**Run 1: supply network**

Pins as bars on the die edge. Tap cells in gray.
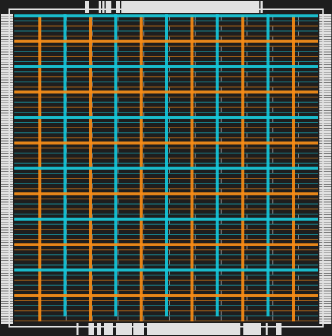
**Run 1: placed cells, one color a class**

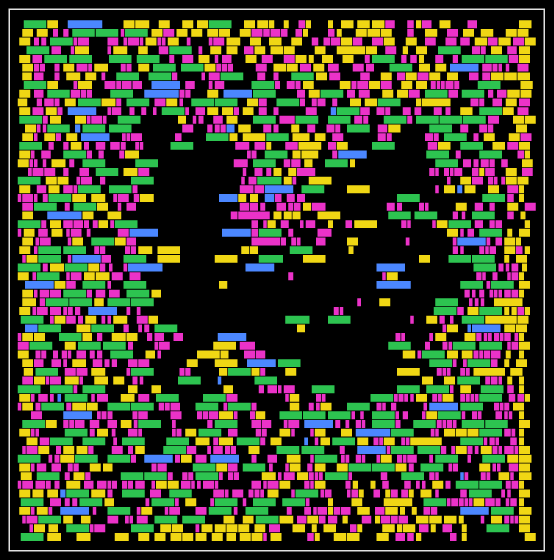
**Run 1: clock wires, drivers and flops**

The bar under the picture is 50 um long.
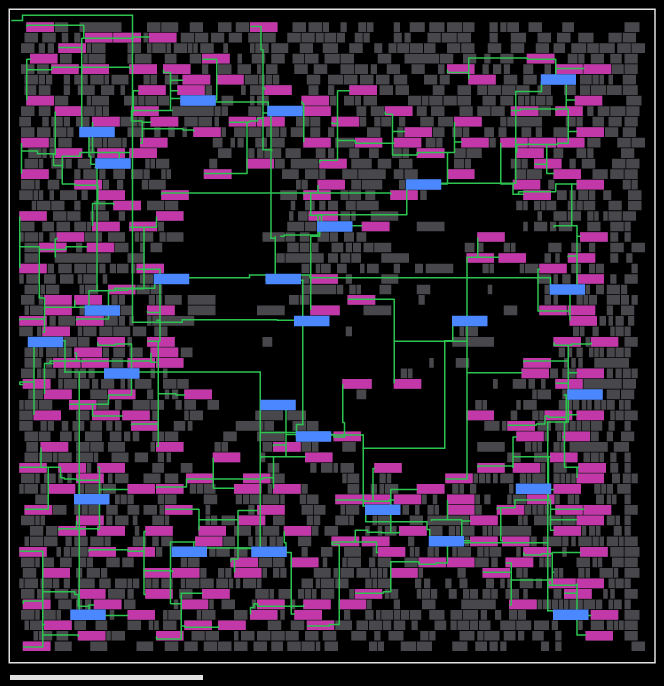
**Run 1: metal layers overlaid**

The bar under the picture is 50 um long.
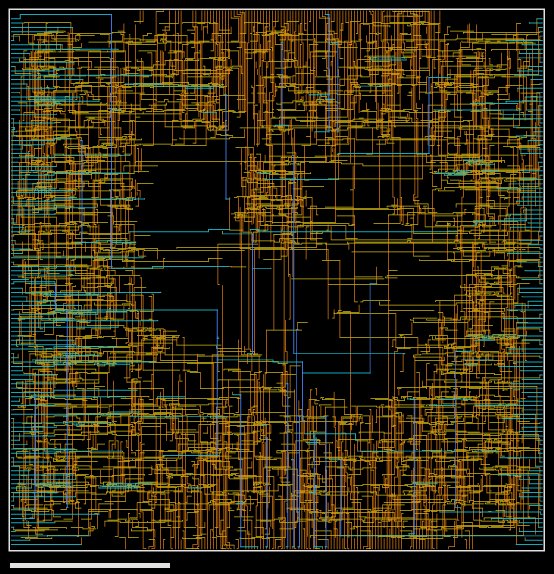
Design upower_mem_arbiter, sky130hd; sources not shown.
==> GITHUB_STEP_SUMMARY <==
## Synthesis and layout report

| Metric | Value |
|---|---|
| Result of the run | complete, but fails checks |
| Violated checks | negative setup slack |
| Layout area overhead | 58.1% |
| First-pass GRT wire length | 53300 um |
| Total length of routed met3 wires | 3490 um |
| Wire length on met1 | 14100 um |
| Setup WS pre-CTS | -0.0572 ns |
| Area reported by Yosys stat | 9910 um^2 |
| Count of max-cap constraint violations | 0 |
| Hold slack final | 0.452 ns |
| Number of H-tree branching levels | 1 |
| Final hold viol count | 0 |
| Top cell type by instance count after synthesis | nand2_1 |
| Registers, synthesis | 232 |
| Met3 demand-to-capacity share in global routing | 7.60% |
| Biggest area contributors in the synthesized netlist | dfxtp_1 47%, nand2_1 9.7%, mux2i_1 9.7%, a21oi_1 8.2%, and2_1 6.1% |
| Highest net fanout along the worst path | 7 |
| Power density over the cells | 800 nW/um^2 |
| Avg Synthesized Cell Area | 8.51 um^2 |
| Tightest Pin Transition | 0.739 ns |
| Critical path type | register to primary output |
| Net switching share of the total power | 27.6% |
| Post-Synth XOR/XNOR Area | 0% |
| TritonCTS buffer count | 26 |
| Layout fillers | 2304 |
| First-iteration detailed-routing DRC count | 577 |
| Sequential share of power | 39.3% |
| Cell Int Power | 9.07 mW |
| Seq share, synth | 46.9% |
| Uppermost layer routed | met4 |
| Number of warning messages in the logs | 32 |
| Number of placed instances, taps included | 1850 |
| Clock tree root driver cell | clkbuf_16 |
| Max incr delay on CP | 0.33 ns |
| Cell with the largest stage delay on the worst path | dfxtp_2 |
| Fraction of final layout cells with drive strength greater than 1 | 15.6% |
| AND-OR/OR-AND share of the synthesized area | 14.6% |
| Switching power | 3.47 mW |
| Shortest clock period the worst path allows after layout | 2.34 ns |
| Number of cells in the finished layout apart from fillers | 1908 |
| Antenna violations before repair | 1 |
| Cell count of the worst reg-to-reg path | 6 |
| Slack of the critical path | -0.239 ns |
| Sequential cell area | 4650 um^2 |
| Fa+ha+maj area frac | 0.379% |
| Via count of the first global-routing pass | 9684 |
| Met1 Use GR | 27.3% |
| Part of the cycle the worst path needs | 111% |
| Worst min-delay path category | register to register |
| Net total in the final layout | 1749 |
| WHS Path Cells | 2 |
| Arrival time reported for the critical path endpoint | 1.71 ns |
| Maximum resistive drop on vdd | 0.592 mV |
| Most congested layer reported by global routing | met2 |
| Cell count in the Yosys report | 1164 |
| Worst path cell trace | nand2b_4 -> inv_8 -> buf_8 -> buf_12 -> clkbuf_16 -> and2_4 -> buf_6 |
| Combinational share of power | 21.5% |
| Utilization after layout | 59.1% |
| Total leakage power | 6.86 nW |
| Drt via density | 5.21 |
| Multi-input gate area in the final layout | 4910 um^2 |
| Synthesized net count | 1364 |
| Synthesis warning total | 0 |
| Setup repair after global routing missed its margin | true |
| Number of iterations in the first detailed-routing pass | 5 |
| I/O pin total | 428 |
| Routed WL per cell | 18.9 um |
| Critical path data required time | 1.47 ns |
| Length of routed met2 wiring | 17400 um |
| Worst reg2reg setup slack | 0.23 ns |
| Number of cells on the critical path | 7 |
| Grt total ovfl | 0 |
| Worst Setup Start Kind | register |
| Distinct cell type count after synthesis | 32 |
| Cell family contributing the most delay on the critical path | buffers and inverters |
| Share of the synthesized area in the top cell type | 46.9% |
| Cell area after synthesis | 9910 um^2 |
| Antenna Nets Post-Route | 0 |
| TritonCTS clock tree | yes |
| Maximum buffer depth of the clock tree | 3 |
| Number of buffer and inverter stages on the critical path | 5 |
| Clk sinks | 232 |
| Max Transition Viols Final | 0 |
| Simple-gate portion of the synthesized area | 23.2% |
| Cell accounting for the most synthesized area | dfxtp_1 |
| Element type at the critical path end | primary output |
| Fmax | 0.427 GHz |
| Maximum number of pins on one net before global-route repair | 106 |
| Placement Cell Area | 14600 um^2 |
| Routability congestion estimate from global placement | 0.798 |
| Total negative slack for setup checks | -14.99 ns |
| Chip area | 28200 um^2 |
| Slew HR | 50.7% |
| Final number of setup-violating endpoints | 100 |
| Post-CTS Setup Bufs | 4 |
| Residual DRC count | 0 |
| Met2 demand-to-capacity share in global routing | 40.7% |
| Vias | 9939 |
| Gates resized, CTS repair | 419 |
| Leading cell types by count after synthesis | 257 x nand2_1, 232 x dfxtp_1, 163 x a21oi_1 |
| Tally of buffers added on design ports | 427 |
| Total number of placement rows | 60 |
| Number of synthesized flops with an enable pin | 0 |
| Clock transition at the register clock pins on the worst setup and hold paths after CTS | 0.06 ns |
| Most used flip-flop cell after synthesis | dfxtp_1 |
| Proportion of synthesized flip-flops having asynchronous set or reset | 0% |
| Overall power consumption | 12.5 mW |
| Half-perimeter wire length after placement | 23300 um |
| MUX share of area | 9.70% |
| Cts hold-fix bufs | 0 |
| Number of instances in the synthesized netlist | 1164 |
| Dominant combinational cell family by area after synthesis | simple AND/OR/NAND/NOR gates |
| Init Core Util | 37.4% |
-- 'supply network' (at the start) --
legend:
  cyan:
    net: VDD
  orange:
    net: VSS
met1 rails: 61
tap cells: 341
rows: 60
met4 straps: 11
width of the chip: 167 um
vertical extent of the die: 169 um
core box area: 26500 um^2

-- 'placed cells, one color a class' (at the start) --
legend:
  blue:
    class: clock drivers and dummy loads
    cells: 45
  yellow:
    class: remaining buffers and delay cells
    cells: 471
  magenta:
    class: combinational and other logic
    cells: 818
  green:
    class: sequential cells
    cells: 232
Seq/total area: 29.7%
final cell area excluding filler cells: 15700 um^2

-- 'clock wires, drivers and flops' (at the start) --
legend:
  blue:
    item: clock drivers
    count: 26
  magenta:
    item: flip-flops
    count: 232
  green:
    item: clock wires
    length: 3220 um
flops lie: all over the die
routed clock nets: 27
Worst Clk Skew: 0.0228 ns
source-to-sink clock delay at the later pin of the worst-skew pair: 0.55 ns
share of total power in the clock network: 39.2%

-- 'metal layers overlaid' (at the start) --
legend:
  orange:
    layer: metal 2
    wire_length: 17400 um
  yellow:
    layer: metal 1
    wire_length: 14100 um
  blue:
    layer: metal 4
    wire_length: 1000 um
  cyan:
    layer: metal 3
    wire_length: 3490 um
gr usage total: 23.3%
DRT Wirelength: 36000 um

==> run 1: layout by cell type, fill, tap and decap left out, types with 3 or more instances in the layout <==
cell type        instances
buf_16                   3
mux2i_1                 96
dlygate4sd2_1           24
buf_2                   64
buf_6                   40
buf_12                  14
clkbuf_16               30
bufinv_16                6
nand2_1                257
buf_4                   22
dlymetal6s2s_1          40
inv_1                    8
and2_4                  37
and2_1                  60
a21oi_1                163
clkinv_2                 4
clkdlybuf4s50_1        258
dfxtp_2                  3
o21ai_0                 68
a211oi_1                34
dfxtp_1                229
nand4b_1                64
ha_1                     3
==> run 1: power by group through the flow <==
stage | clock, mW | combinational, mW | sequential [mW]
floorplan | 0 | 1.19 | 5.01
global placement | 0 | 2.49 | 5.00
detailed placement | 0 | 2.53 | 5.01
CTS | 5.02 | 2.57 | 4.92
global route | 5.19 | 2.89 | 4.96
finish | 4.91 | 2.70 | 4.93
==> run 1: tightest hold or removal path, delay by kind of cell (launching register included) <==
family / cells / cell delay, ns
AOI/OAI and AO/OA: 1 / 0.05
DFF: 1 / 0.30
and+or+nand+nor: 1 / 0.05
==> run 1: kinds of logic (layout without fill, tap and decap cells) <==
family,count (synthesis),after routing
fa+ha+maj,3,3
simple gates,443,443
other cells,0,1
buf+inv,121,523
mux,96,96
compound gates,269,269
flops,232,232
==> run 1: area by class of cell <==
| type | count | share of cell area (%) |
|---|---|---|
| antenna | 1 | 0.0160 |
| clock buffer | 26 | 4.15 |
| clock inverter | 19 | 1.68 |
| inverter | 7 | 0.232 |
| multi-input combinational | 811 | 31.4 |
| sequential | 232 | 29.7 |
| tap | 341 | 2.72 |
| timing repair buffer | 471 | 30.1 |
No activity file was given, so power comes from the tool's default toggle rates.
